## config.mk

```make
export PLATFORM = sky130hd
export DESIGN_NAME = ps2_rx_scancode_flat
export DESIGN_NICKNAME = d
export VERILOG_FILES = /design/src/rtl/ps2_rx_scancode_if.sv /design/src/rtl/ps2_rx_scancode.sv /design/src/flat_wrapper.sv
export SDC_FILE = /design/constraint.sdc
export NUM_CORES = 1
export LEC_CHECK = 0
export CORE_UTILIZATION = 55
export CTS_BUF_LIST = sky130_fd_sc_hd__clkbuf_4
export CTS_CLUSTER_SIZE = 30
export DETAILED_ROUTE_END_ITERATION = 8
export GPL_TIMING_DRIVEN = 0
export PLACE_DENSITY = 0.76
export SYNTH_ARGS = -nofsm -noshare
export SYNTH_HDL_FRONTEND = slang
export SYNTH_SLANG_ARGS = --single-unit
```

## constraint.sdc

```tcl
create_clock -name CLK50 -period 3.4 [get_ports CLK50]
set_input_delay 1.02 -clock CLK50 [delete_from_list [all_inputs] [get_ports CLK50]]
set_output_delay 1.02 -clock CLK50 [all_outputs]
set_load 0.05 [all_outputs]
```

## src/rtl/ps2_rx_scancode_if.sv

```systemverilog
// Scancode output bus of the PS/2 receiver: code payload, status pulses and the pop request.
// master = receiver side, slave = keypad/LED consumer side.
interface ps2_rx_scancode_if #(
  parameter int unsigned DATA_W = 8
);
  logic [DATA_W-1:0] code;
  logic              code_valid;
  logic              code_ext;
  logic              code_break;
  logic              code_rd;
  logic              parity_err;
  logic              frame_err;
  logic              timeout_err;
  logic              overflow;

  modport master (
    output code, code_valid, code_ext, code_break,
    output parity_err, frame_err, timeout_err, overflow,
    input  code_rd
  );

  modport slave (
    input  code, code_valid, code_ext, code_break,
    input  parity_err, frame_err, timeout_err, overflow,
    output code_rd
  );
endinterface

```

## src/rtl/ps2_rx_scancode.sv

```systemverilog
// PS/2 device-to-host receiver: synchronise, deframe, check odd parity/stop, watchdog,
// fold 0xE0/0xF0 prefixes. Define PS2_RX_FIFO_EN to buffer codes in a FIFO_DEPTH FIFO.
module ps2_rx_scancode #(
  parameter int unsigned DATA_W      = 8,
  parameter int unsigned SYNC_STAGES = 2,
  parameter int unsigned TIMEOUT_CYC = 100000,
  parameter int unsigned FIFO_DEPTH  = 8
) (
  input  logic             CLK50,
  input  logic             reset,
  input  logic             ps2_clk,
  input  logic             ps2_data,
  ps2_rx_scancode_if.master bus
);
  localparam int unsigned CNT_W = $clog2(DATA_W);
  localparam int unsigned WD_W  = $clog2(TIMEOUT_CYC);
  localparam bit          FOLD  = (DATA_W == 8);

  typedef enum logic [1:0] {IDLE, DATA, PARITY, STOP} state_e;

  logic [SYNC_STAGES-1:0] clk_sync_q, dat_sync_q;
  logic                   clk_prev_q;
  logic                   clk_s, dat_s, strobe;

  state_e            state_q, state_d;
  logic [CNT_W-1:0]  cnt_q, cnt_d;
  logic [DATA_W-1:0] shift_q, shift_d;
  logic              par_q, par_d;
  logic [WD_W-1:0]   wd_q, wd_d;
  logic              ext_pend_q, ext_pend_d, brk_pend_q, brk_pend_d;
  logic              perr_q, perr_d, ferr_q, ferr_d, terr_q, terr_d;
  logic              deliver, dlv_ext, dlv_brk;

  // Line idles high, so the chain resets to 1 to avoid a false strobe after reset.
  always_ff @(posedge CLK50 or posedge reset) begin
    if (reset) begin
      clk_sync_q <= '1;
      dat_sync_q <= '1;
      clk_prev_q <= 1'b1;
    end else begin
      clk_sync_q <= {clk_sync_q[SYNC_STAGES-2:0], ps2_clk};
      dat_sync_q <= {dat_sync_q[SYNC_STAGES-2:0], ps2_data};
      clk_prev_q <= clk_s;
    end
  end

  assign clk_s  = clk_sync_q[SYNC_STAGES-1];
  assign dat_s  = dat_sync_q[SYNC_STAGES-1];
  assign strobe = clk_prev_q & ~clk_s;

  always_ff @(posedge CLK50 or posedge reset) begin
    if (reset) begin
      state_q    <= IDLE;
      cnt_q      <= '0;
      shift_q    <= '0;
      par_q      <= 1'b0;
      wd_q       <= '0;
      ext_pend_q <= 1'b0;
      brk_pend_q <= 1'b0;
      perr_q     <= 1'b0;
      ferr_q     <= 1'b0;
      terr_q     <= 1'b0;
    end else begin
      state_q    <= state_d;
      cnt_q      <= cnt_d;
      shift_q    <= shift_d;
      par_q      <= par_d;
      wd_q       <= wd_d;
      ext_pend_q <= ext_pend_d;
      brk_pend_q <= brk_pend_d;
      perr_q     <= perr_d;
      ferr_q     <= ferr_d;
      terr_q     <= terr_d;
    end
  end

  always_comb begin
    state_d    = state_q;
    cnt_d      = cnt_q;
    shift_d    = shift_q;
    par_d      = par_q;
    wd_d       = wd_q;
    ext_pend_d = ext_pend_q;
    brk_pend_d = brk_pend_q;
    perr_d     = 1'b0;
    ferr_d     = 1'b0;
    terr_d     = 1'b0;
    deliver    = 1'b0;
    unique case (state_q)
      IDLE: begin
        cnt_d = '0;
        wd_d  = '0;
        if (strobe && !dat_s) state_d = DATA;
      end
      DATA: if (strobe) begin
        shift_d = {dat_s, shift_q[DATA_W-1:1]};
        cnt_d   = cnt_q + CNT_W'(1);
        if (cnt_q == CNT_W'(DATA_W - 1)) state_d = PARITY;
      end
      PARITY: if (strobe) begin
        par_d   = dat_s;
        state_d = STOP;
      end
      STOP: if (strobe) begin
        state_d = IDLE;
        if (!dat_s || !(^{shift_q, par_q})) begin
          ferr_d     = ~dat_s;
          perr_d     = dat_s;
          ext_pend_d = 1'b0;
          brk_pend_d = 1'b0;
        end else if (FOLD && shift_q == DATA_W'(8'hE0)) begin
          ext_pend_d = 1'b1;
        end else if (FOLD && shift_q == DATA_W'(8'hF0)) begin
          brk_pend_d = 1'b1;
        end else begin
          deliver    = 1'b1;
          ext_pend_d = 1'b0;
          brk_pend_d = 1'b0;
        end
      end
      default: state_d = IDLE;
    endcase
    // Watchdog: a strobe in the expiry cycle takes precedence.
    if (state_q != IDLE) begin
      if (strobe) begin
        wd_d = '0;
      end else if (wd_q == WD_W'(TIMEOUT_CYC - 1)) begin
        state_d    = IDLE;
        wd_d       = '0;
        terr_d     = 1'b1;
        ext_pend_d = 1'b0;
        brk_pend_d = 1'b0;
      end else begin
        wd_d = wd_q + WD_W'(1);
      end
    end
  end

  assign dlv_ext = FOLD & ext_pend_q;
  assign dlv_brk = FOLD & brk_pend_q;

  assign bus.parity_err  = perr_q;
  assign bus.frame_err   = ferr_q;
  assign bus.timeout_err = terr_q;

`ifdef PS2_RX_FIFO_EN
  localparam int unsigned AW = $clog2(FIFO_DEPTH);

  logic [DATA_W+1:0] mem_q [FIFO_DEPTH];
  logic [DATA_W+1:0] head;
  logic [AW:0]       wr_q, rd_q;
  logic              ovf_q, empty, full, pop, push;

  assign empty = (wr_q == rd_q);
  assign full  = (wr_q[AW] != rd_q[AW]) && (wr_q[AW-1:0] == rd_q[AW-1:0]);
  assign pop   = bus.code_rd & ~empty;
  assign push  = deliver & (~full | pop);

  always_ff @(posedge CLK50 or posedge reset) begin
    if (reset) begin
      wr_q  <= '0;
      rd_q  <= '0;
      ovf_q <= 1'b0;
    end else begin
      if (push) wr_q <= wr_q + (AW+1)'(1);
      if (pop)  rd_q <= rd_q + (AW+1)'(1);
      ovf_q <= deliver & full & ~pop;
    end
  end

  always_ff @(posedge CLK50) begin
    if (push) mem_q[wr_q[AW-1:0]] <= {dlv_ext, dlv_brk, shift_q};
  end

  // Storage is not reset, so the head is masked while empty.
  assign head           = mem_q[rd_q[AW-1:0]];
  assign bus.code       = empty ? '0 : head[DATA_W-1:0];
  assign bus.code_ext   = ~empty & head[DATA_W+1];
  assign bus.code_break = ~empty & head[DATA_W];
  assign bus.code_valid = ~empty;
  assign bus.overflow   = ovf_q;
`else
  logic [DATA_W-1:0] code_q;
  logic              valid_q, ext_q, brk_q;
  logic              unused_rd;

  always_ff @(posedge CLK50 or posedge reset) begin
    if (reset) begin
      code_q  <= '0;
      valid_q <= 1'b0;
      ext_q   <= 1'b0;
      brk_q   <= 1'b0;
    end else begin
      valid_q <= deliver;
      if (deliver) begin
        code_q <= shift_q;
        ext_q  <= dlv_ext;
        brk_q  <= dlv_brk;
      end
    end
  end

  assign unused_rd      = bus.code_rd;
  assign bus.code       = code_q;
  assign bus.code_valid = valid_q;
  assign bus.code_ext   = ext_q;
  assign bus.code_break = brk_q;
  assign bus.overflow   = 1'b0;
`endif
endmodule

```

## src/flat_wrapper.sv

```systemverilog
// flat-port wrapper written by rule: the top's interface ports become plain ports
module ps2_rx_scancode_flat 
#(
  parameter int unsigned DATA_W      = 8,
  parameter int unsigned SYNC_STAGES = 2,
  parameter int unsigned TIMEOUT_CYC = 100000,
  parameter int unsigned FIFO_DEPTH  = 8
)
  (CLK50, reset, ps2_clk, ps2_data, bus_code, bus_code_valid, bus_code_ext, bus_code_break, bus_parity_err, bus_frame_err, bus_timeout_err, bus_overflow, bus_code_rd);
  ps2_rx_scancode_if #(.DATA_W(DATA_W)) bus_i ();
  input  logic CLK50;
  input  logic reset;
  input  logic ps2_clk;
  input  logic ps2_data;
  output wire logic [$bits(bus_i.code)-1:0] bus_code;
  output wire logic [$bits(bus_i.code_valid)-1:0] bus_code_valid;
  output wire logic [$bits(bus_i.code_ext)-1:0] bus_code_ext;
  output wire logic [$bits(bus_i.code_break)-1:0] bus_code_break;
  output wire logic [$bits(bus_i.parity_err)-1:0] bus_parity_err;
  output wire logic [$bits(bus_i.frame_err)-1:0] bus_frame_err;
  output wire logic [$bits(bus_i.timeout_err)-1:0] bus_timeout_err;
  output wire logic [$bits(bus_i.overflow)-1:0] bus_overflow;
  input wire logic [$bits(bus_i.code_rd)-1:0] bus_code_rd;
  assign bus_code = bus_i.code;
  assign bus_code_valid = bus_i.code_valid;
  assign bus_code_ext = bus_i.code_ext;
  assign bus_code_break = bus_i.code_break;
  assign bus_parity_err = bus_i.parity_err;
  assign bus_frame_err = bus_i.frame_err;
  assign bus_timeout_err = bus_i.timeout_err;
  assign bus_overflow = bus_i.overflow;
  assign bus_i.code_rd = bus_code_rd;
  ps2_rx_scancode #(.DATA_W(DATA_W), .SYNC_STAGES(SYNC_STAGES), .TIMEOUT_CYC(TIMEOUT_CYC), .FIFO_DEPTH(FIFO_DEPTH)) u_core (.CLK50(CLK50), .reset(reset), .ps2_clk(ps2_clk), .ps2_data(ps2_data), .bus(bus_i));
endmodule
```

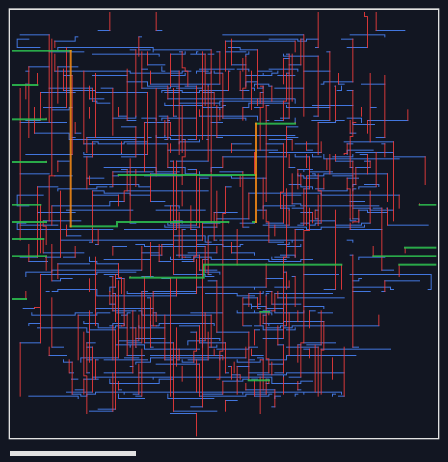
wires.png
The bar under the picture is 20 um long.
- metal 2: red (wire length 1690 um)
- metal 4: orange (wire length 43.5 um)
- metal 3: green (wire length 163 um)
- metal 1: blue (wire length 2070 um)

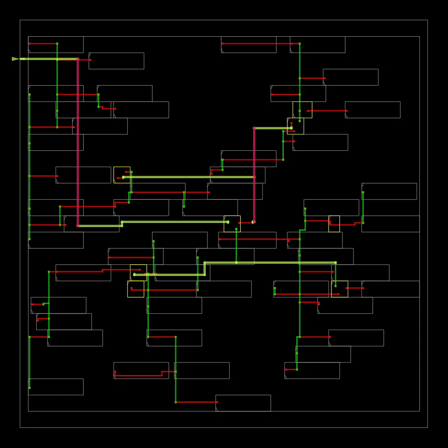
clocks.png
CLK BUF: 6
clock sink count: 52
Flops: 52
Clock Latency Late Sink: 370 ps
Fin Clk Skew: 22.7 ps

==> impl_metrics.json <==
{
  "finalCriticalPeriod_ps": 2660,
  "power_frac_seq_pct": 49.0,
  "grtUsageTotal_pct": 20.3,
  "yosysUniqueCellTypes": 38,
  "wl_mm": 3.96,
  "grt_max_degree": 44,
  "drtPass1Iterations": 4,
  "most_common_cell": "dfrtp_1",
  "antennaDiodeCount": 0,
  "post-dp-hpwl_mm": 2.78,
  "io_pins": 20,
  "place_ws_ps": 749,
  "p_leak_uw": 0.00128,
  "crit_required_ps": 3670,
  "m1WireLength_mm": 2.07,
  "hold_buffers": 0,
  "yosysTopAreaCell": "dfrtp_1",
  "ys_ff": 52,
  "top_cells_by_area": "dfrtp_1 49%, mux2_2 7.5%, dfstp_2 5.5%",
  "place.gp.congestion": 0.796,
  "ys_cells": 218,
  "flop_cell": "dfrtp_1",
  "placed_cell_area_sq_um": 2650,
  "rsz0062_at_grt": "no",
  "core_area_sq_um": 4090,
  "cpMaxStageDelayCell": "xnor3_2",
  "post_route_cells_drive_above_1_share_pct": 16.0,
  "post-cts-setup-buffer-count": 0,
  "worst_pin_slew_ps": 608,
  "clock_power_share_pct": 18.6,
  "vias_per_cell": 5.37,
  "root_buffer": "clkbuf_4",
  "tritoncts": "done",
  "netlist_area_sq_um": 2400,
  "relSlewSlack_pct": 59.1,
  "cts-htree-levels": 2,
  "top_cells_by_count": "47 x dfrtp_1, 26 x nor2_1, 16 x mux2_2",
  "crit_chain": "xor2_1 > xnor3_2 > mux2_4 > a211o_1 > a22oi_4 > mux2_2",
  "status": "finished clean",
  "path_clk_slew_ps": 140,
  "max_stage_delay_ps": 550,
  "combinationalPowerShare_pct": 32.4,
  "critical_path_class": "flip-flop to flip-flop",
  "tns_ps": 0,
  "syn_area_per_cell_sq_um": 11.0,
  "drtIter0Drc": 97,
  "hp-class": "flip-flop to flip-flop",
  "fp_nets": 226,
  "drtAntennaViolNets": 0,
  "die_y_um": 68.0
}
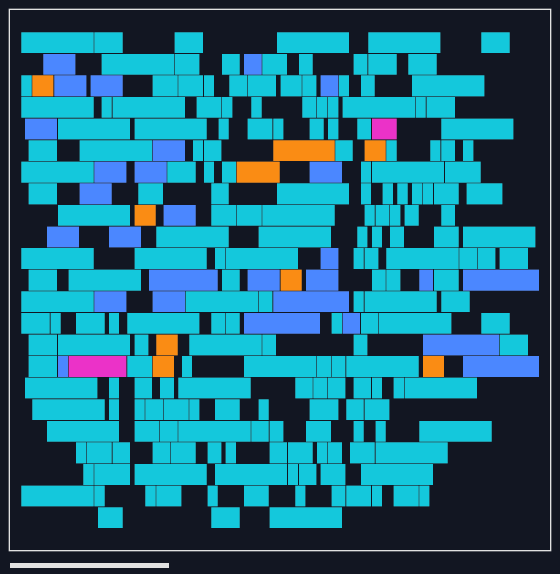
sizes.png
The bar under the picture is 20 um long.
- _6 and larger: magenta (cells 2)
- _2 cells: blue (cells 28; most used mux2_2)
- _3 and _4 cells: orange (cells 9; most used clkbuf_4)
- _0 and _1 cells: cyan (cells 205; most used dfrtp_1)
Final WS setup: 737 ps
Non-clk bufs: 26
Design Area, Final: 2710 sq um
P&R area growth vs syn: 13.0%

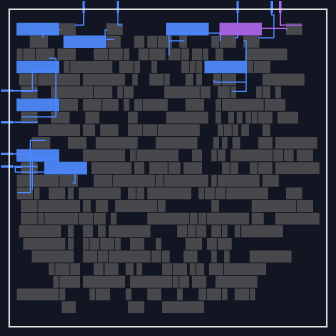
io_fan.png
- `bus_parity_err`: purple (bits 1; direction output; end cells 1; buffers 1; wire 13.4 um)
- `bus_code`: blue (bits 8; direction output; end cells 8; buffers 8; wire 183 um)

==> metal layers <==
metal / up-vias / track usage (%)
li1: 797 / -
met1: 752 / 29.1
met2: 24 / 28.7
met3: 5 / 7.00
met4: 0 / 6.25
met5: - / 0
==> flip-flops by register name (all words and copies together) (netlist names) <==
signal / flops
u_core.wd_q: 17
u_core.bus.code: 8
u_core.shift_q: 8
u_core.cnt_q: 3
u_core.clk_sync_q: 2
u_core.dat_sync_q: 2
u_core.state_q: 2
u_core.brk_pend_q: 1
u_core.bus.code_break: 1
u_core.bus.code_ext: 1
u_core.bus.code_valid: 1
u_core.bus.frame_err: 1
u_core.bus.parity_err: 1
u_core.bus.timeout_err: 1
u_core.clk_prev_q: 1
u_core.dlv_ext: 1
u_core.par_q: 1
==> worst paths after layout <==
path / slack, ps / cells past startpoint / from / end
max in group asynchronous: 1970 / 3 / reset / u_core.clk_sync_q[0]
min in group asynchronous: 860 / 2 / reset / u_core.wd_q[9]
min reg2reg: 370 / 0 / u_core.clk_sync_q[0] / u_core.clk_sync_q[1]
max reg2reg: 740 / 6 / u_core.shift_q[4] / u_core.bus.code[6]
min: 370 / 0 / u_core.clk_sync_q[0] / u_core.clk_sync_q[1]
max: 740 / 6 / u_core.shift_q[4] / u_core.bus.code[6]
==> metrics by stage <==
step	cells	power, uW	hold slack [ps]	util [%]
after floorplan	218	1140	345	-
after global placement	285	1210	348	64.4
after detailed placement	286	1230	349	64.9
after CTS	294	1510	374	66.3
after global routing	294	1590	378	66.3
final	294	1490	369	66.3
==> cell usage in the layout (no fill, tap or decap), drive strengths merged, types with 4 or more instances in the layout <==
master / count
o21ai: 13
xnor2: 8
dfrtp: 47
mux2: 17
clkbuf: 12
inv: 8
or2: 4
a21oi: 6
nand2: 14
nor2b: 5
nor3: 4
nand3: 7
xor2: 11
and3: 4
dfstp: 5
clkdlybuf4s50: 17
nor2: 26
==> power by group through the flow <==
stage / combinational, uW / clock [uW] / sequential [uW]
floorplan: 419 / 0 / 723
global placement: 468 / 0 / 740
CTS: 486 / 290 / 729
global route: 530 / 317 / 741
finish: 482 / 277 / 730
detailed placement: 485 / 0 / 741
==> final cells by class <==
type,count,area (sq um)
repair buffers,18,190
plain buffers,8,33.8
clock inverters,2,13.8
flip-flops and latches,52,1310
well taps,50,62.6
inverters,7,26.3
multi-input cells,151,1030
fillers,340,1380
clock buffers,6,45.0
==> cell families (layout without fill, tap and decap cells) <==
kind of cell | Yosys count | in the layout | share of synthesized area [%]
AND/OR/NAND/NOR | 82 | 82 | 17.4
flip-flops | 52 | 52 | 54.5
AND-OR/OR-AND | 27 | 27 | 7.41
XOR/XNOR | 20 | 20 | 7.93
multiplexers | 18 | 18 | 8.55
buffers and inverters | 15 | 41 | 2.50
adder cells (fa/ha/maj) | 3 | 3 | 1.57
other | 1 | 1 | 0.156
Power figures rest on the tool's default switching activity, not on a simulated workload.
